File: src/rtl/lut_eval_pkg.sv
// Shared types and the truth-table index rule
// for the streaming LUT evaluator.
package lut_eval_pkg;

    localparam int K_MAX  = 6;
    localparam int TW_MAX = 1 << K_MAX;
    localparam int DEF_K  = 4;
    localparam int DEF_TW = 1 << DEF_K;
    localparam logic [DEF_TW-1:0] DEF_TT = 16'hBDF1;

    typedef logic [TW_MAX-1:0] tt_max_t;
    typedef logic [K_MAX-1:0]  x_max_t;

    // Operand x[0] is the MSB of the table address.
    function automatic logic tt_lookup(
        input tt_max_t tt,
        input x_max_t  x,
        input int      k
    );
        logic [K_MAX-1:0] addr;
        addr = '0;
        for (int i = 0; i < K_MAX; i++) begin
            if (i < k) begin
                addr = {addr[K_MAX-2:0], x[i]};
            end
        end
        return tt[addr];
    endfunction

endpackage

File: src/rtl/lut_bank.sv
// Shadow/active truth-table storage for all
// channels plus combinational lookup.
module lut_bank
    import lut_eval_pkg::*;
#(
    parameter int K  = 4,
    parameter int CH = 2,
    parameter int CW = 1,
    parameter logic [(1<<K)-1:0] DEFAULT_TT = DEF_TT
) (
    input  logic             clk,
    input  logic             rst_n,
    input  logic             cfg_we,
    input  logic [CW-1:0]    cfg_ch,
    input  logic [(1<<K)-1:0] cfg_tt,
    input  logic             cfg_commit,
    input  logic [CH*K-1:0]  in_data,
    output logic [CH-1:0]    res
);

    localparam int TW = 1 << K;

    logic [TW-1:0] shadow [CH];
    logic [TW-1:0] active [CH];

    // Commit reads the pre-write shadow, so a same-cycle
    // write only lands in shadow.
    always_ff @(posedge clk or negedge rst_n) begin
        if (!rst_n) begin
            for (int c = 0; c < CH; c++) begin
                shadow[c] <= DEFAULT_TT;
                active[c] <= DEFAULT_TT;
            end
        end else begin
            for (int c = 0; c < CH; c++) begin
                if (cfg_we && cfg_ch == CW'(c)) begin
                    shadow[c] <= cfg_tt;
                end
                if (cfg_commit) begin
                    active[c] <= shadow[c];
                end
            end
        end
    end

    always_comb begin
        res = '0;
        for (int c = 0; c < CH; c++) begin
            res[c] = tt_lookup(
                tt_max_t'(active[c]),
                x_max_t'(in_data[c*K +: K]),
                K
            );
        end
    end

endmodule

File: src/rtl/lut_stream_eval.sv
// Two-stage valid/ready pipeline evaluating CH
// programmable K-input truth tables per beat.
module lut_stream_eval
    import lut_eval_pkg::*;
#(
    parameter int K     = 4,
    parameter int CH    = 2,
    parameter logic [(1<<K)-1:0] DEFAULT_TT = DEF_TT,
    parameter int CNT_W = 16,
    localparam int CW   = (CH > 1) ? $clog2(CH) : 1
) (
    input  logic              clk,
    input  logic              rst_n,
    input  logic              in_valid,
    output logic              in_ready,
    input  logic [CH*K-1:0]   in_data,
    output logic              out_valid,
    input  logic              out_ready,
    output logic [CH-1:0]     out_data,
    input  logic              cfg_we,
    input  logic [CW-1:0]     cfg_ch,
    input  logic [(1<<K)-1:0] cfg_tt,
    input  logic              cfg_commit,
    output logic [CNT_W-1:0]  beat_cnt
);

    logic          s1_valid;
    logic [CH-1:0] s1_data;
    logic [CH-1:0] lut_res;
    logic          s2_load;
    logic          in_xfer;
    logic          out_xfer;

    lut_bank #(
        .K          (K),
        .CH         (CH),
        .CW         (CW),
        .DEFAULT_TT (DEFAULT_TT)
    ) u_bank (
        .clk        (clk),
        .rst_n      (rst_n),
        .cfg_we     (cfg_we),
        .cfg_ch     (cfg_ch),
        .cfg_tt     (cfg_tt),
        .cfg_commit (cfg_commit),
        .in_data    (in_data),
        .res        (lut_res)
    );

    assign s2_load  = !out_valid || out_ready;
    assign in_ready = !s1_valid || s2_load;
    assign in_xfer  = in_valid && in_ready;
    assign out_xfer = out_valid && out_ready;

    // Lookup happens at accept time against the
    // active tables, so later commits never touch it.
    always_ff @(posedge clk or negedge rst_n) begin
        if (!rst_n) begin
            s1_valid <= 1'b0;
            s1_data  <= '0;
        end else if (in_ready) begin
            s1_valid <= in_valid;
            if (in_xfer) begin
                s1_data <= lut_res;
            end
        end
    end

    always_ff @(posedge clk or negedge rst_n) begin
        if (!rst_n) begin
            out_valid <= 1'b0;
            out_data  <= '0;
        end else if (s2_load) begin
            out_valid <= s1_valid;
            if (s1_valid) begin
                out_data <= s1_data;
            end
        end
    end

    always_ff @(posedge clk or negedge rst_n) begin
        if (!rst_n) begin
            beat_cnt <= '0;
        end else if (out_xfer && beat_cnt != {CNT_W{1'b1}}) begin
            beat_cnt <= beat_cnt + 1'b1;
        end
    end

endmodule

File: config.mk
export PLATFORM = sky130hd
export DESIGN_NAME = lut_stream_eval
export DESIGN_NICKNAME = d
export VERILOG_FILES = /design/src/rtl/lut_eval_pkg.sv /design/src/rtl/lut_bank.sv /design/src/rtl/lut_stream_eval.sv
export SDC_FILE = /design/constraint.sdc
export NUM_CORES = 1
export LEC_CHECK = 0
export CORE_ASPECT_RATIO = 0.8
export CORE_UTILIZATION = 45
export DETAILED_ROUTE_END_ITERATION = 10
export GPL_TIMING_DRIVEN = 0
export PLACE_DENSITY_LB_ADDON = 0.25
export SYNTH_ARGS = -nofsm -noshare
export SYNTH_HDL_FRONTEND = slang
export SYNTH_SLANG_ARGS = --single-unit
File: constraint.sdc
create_clock -name clk -period 4 [get_ports clk]
set_clock_uncertainty 0.05 [all_clocks]
set_input_delay 0.8 -clock clk [delete_from_list [all_inputs] [get_ports clk]]
set_output_delay 0.8 -clock clk [all_outputs]
set_load 0.1 [all_outputs]
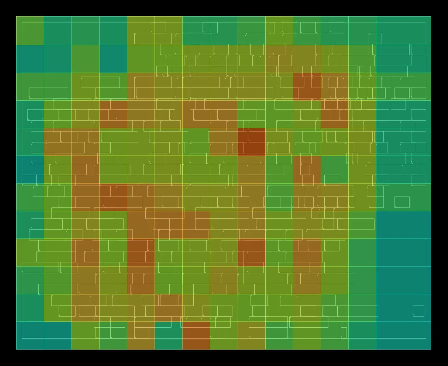
Figure 1: congestion heat map.
GRT Total Usage: 17.7%
fraction of met2 tracks used by global routing: 25.0%
Most Used Layer, Global Route: met1
Final Util: 56.7%
per-cell routed wire length: 15.6 um

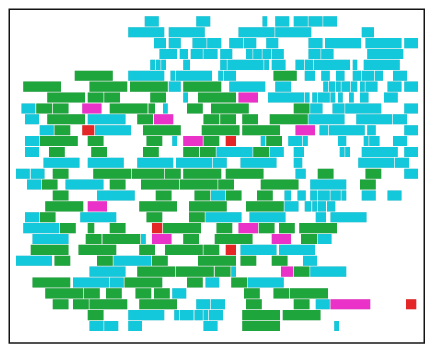
Figure 2: cell sizes after repair.
Drawn at 4 px/um.
[green] x2 | cells: 116 | share: 37% | most used: mux2_2
[red] x3 and x4 | cells: 5 | share: 1.6% | most used: clkinvlp_4
[magenta] x6 and larger | cells: 11 | share: 3.5% | most used: clkbuf_8
[cyan] x1 and smaller | cells: 184 | share: 58% | most used: clkdlybuf4s50_1

==> flow_summary.html <==
<h3>Flow metrics</h3>
<table>
<tr><th>Metric</th><th>Value</th></tr>
<tr><th colspan="2">Synth</th></tr>
<tr><td>Share of the synthesized netlist area taken by xor and xnor gates</td><td>3.32%</td></tr>
<tr><td>Area share of and/or/nand/nor cells after synthesis</td><td>7.95%</td></tr>
<tr><td>Warning count from the yosys run</td><td>0</td></tr>
<tr><td>Gate count after technology mapping</td><td>252</td></tr>
<tr><td>Sequential fraction of the synthesis area</td><td>59.7%</td></tr>
<tr><td>Count of flip-flops with a built-in enable after synthesis</td><td>0</td></tr>
<tr><td>Adder and majority gate portion of the synthesized area</td><td>0.338%</td></tr>
<tr><td>Area fraction in compound gates</td><td>1.49%</td></tr>
<tr><td>Area fraction in mux cells</td><td>26.3%</td></tr>
<tr><td>Synth async-reset ratio</td><td>100%</td></tr>
<tr><td>Post-synthesis cell area</td><td>0.00370 mm2</td></tr>
<tr><td>Synth unique cells</td><td>28</td></tr>
<tr><td>Top-area cell type share of the netlist area</td><td>31.3%</td></tr>
<tr><th colspan="2">Finish</th></tr>
<tr><td>Layout sequential cell count</td><td>86</td></tr>
<tr><td>Non-clock buffer count in the final layout</td><td>57</td></tr>
<tr><td>Area of all sequential standard cells</td><td>0.00221 mm2</td></tr>
<tr><td>Top logic cells by instance count in the layout</td><td>sky130_fd_sc_hd__mux2_2, sky130_fd_sc_hd__clkdlybuf4s50_1, sky130_fd_sc_hd__dfstp_2, sky130_fd_sc_hd__dfrtp_1, sky130_fd_sc_hd__nand2_1</td></tr>
<tr><td>Fraction of area in clock buffers and inverters</td><td>3.86%</td></tr>
<tr><td>Most area-hungry cell class in the final design</td><td>sequential cells</td></tr>
<tr><td>Cell area after layout</td><td>0.00450 mm2</td></tr>
<tr><td>Sequential share of cell area</td><td>49.0%</td></tr>
<tr><th colspan="2">STA</th></tr>
<tr><td>Post-route worst setup slack</td><td>499 ps</td></tr>
<tr><td>Transition at the pin with the smallest max-transition slack</td><td>975 ps</td></tr>
<tr><td>Rel. slew slack</td><td>34.8%</td></tr>
<tr><td>Sum of negative setup slack</td><td>0 ps</td></tr>
<tr><th colspan="2">Floorplan</th></tr>
<tr><td>Chip Width</td><td>103 um</td></tr>
<tr><td>Num tapcells</td><td>108</td></tr>
<tr><th colspan="2">Clocking</th></tr>
<tr><td>Depth of the CTS H-tree</td><td>3</td></tr>
<tr><td># Post-CTS Setup Buffers</td><td>0</td></tr>
<tr><td>Max Buffers Root-to-Sink</td><td>2</td></tr>
<tr><th colspan="2">Worst hold path</th></tr>
<tr><td>Hold WC Path Type</td><td>in2async</td></tr>
<tr><th colspan="2">Pwr</th></tr>
<tr><td>Net Sw Frac</td><td>35.1%</td></tr>
<tr><td>Combinational Power Share</td><td>28.3%</td></tr>
<tr><td>Relative contribution of the clock network to total power</td><td>22.4%</td></tr>
<tr><td>Relative contribution of sequential cells to total power</td><td>49.3%</td></tr>
<tr><th colspan="2">Critical path</th></tr>
<tr><td>Sequence of cells on the critical path</td><td>clkdlybuf4s50_1 -&gt; nand3b_1 -&gt; clkdlybuf4s50_1</td></tr>
<tr><td>FF-to-FF setup slack</td><td>2060 ps</td></tr>
<tr><td>Total number of cells along the worst setup path</td><td>3</td></tr>
<tr><th colspan="2">GRT</th></tr>
<tr><td>Number of global-route vias before repair</td><td>2255</td></tr>
<tr><td>Global-route wire length before repair</td><td>11.4 mm</td></tr>
<tr><th colspan="2">Drt</th></tr>
<tr><td>DRC violation count after routing</td><td>0</td></tr>
<tr><td>Post-detailed-route count of antenna-violating nets</td><td>0</td></tr>
<tr><td>M1 wire length</td><td>3.36 mm</td></tr>
<tr><th colspan="2">Placement</th></tr>
<tr><td>Minimum setup slack after placement</td><td>504 ps</td></tr>
<tr><td>Dpl cells</td><td>408</td></tr>
<tr><th colspan="2">Status</th></tr>
<tr><td>Status</td><td>finished, final reports clean</td></tr>
</table>
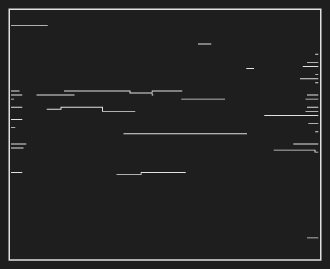
Figure 3: M3 wires.
Drawn at 3 px/um.
wire length on this layer: 288 um
longest straight run: 40.9 um
main direction: horizontal
share of all routed wire: 4.4%
Vias: 2201
WL final: 6.61 mm
routing usage on met3: 5.98%

Power figures rest on the tool's default switching activity, not on a simulated workload.
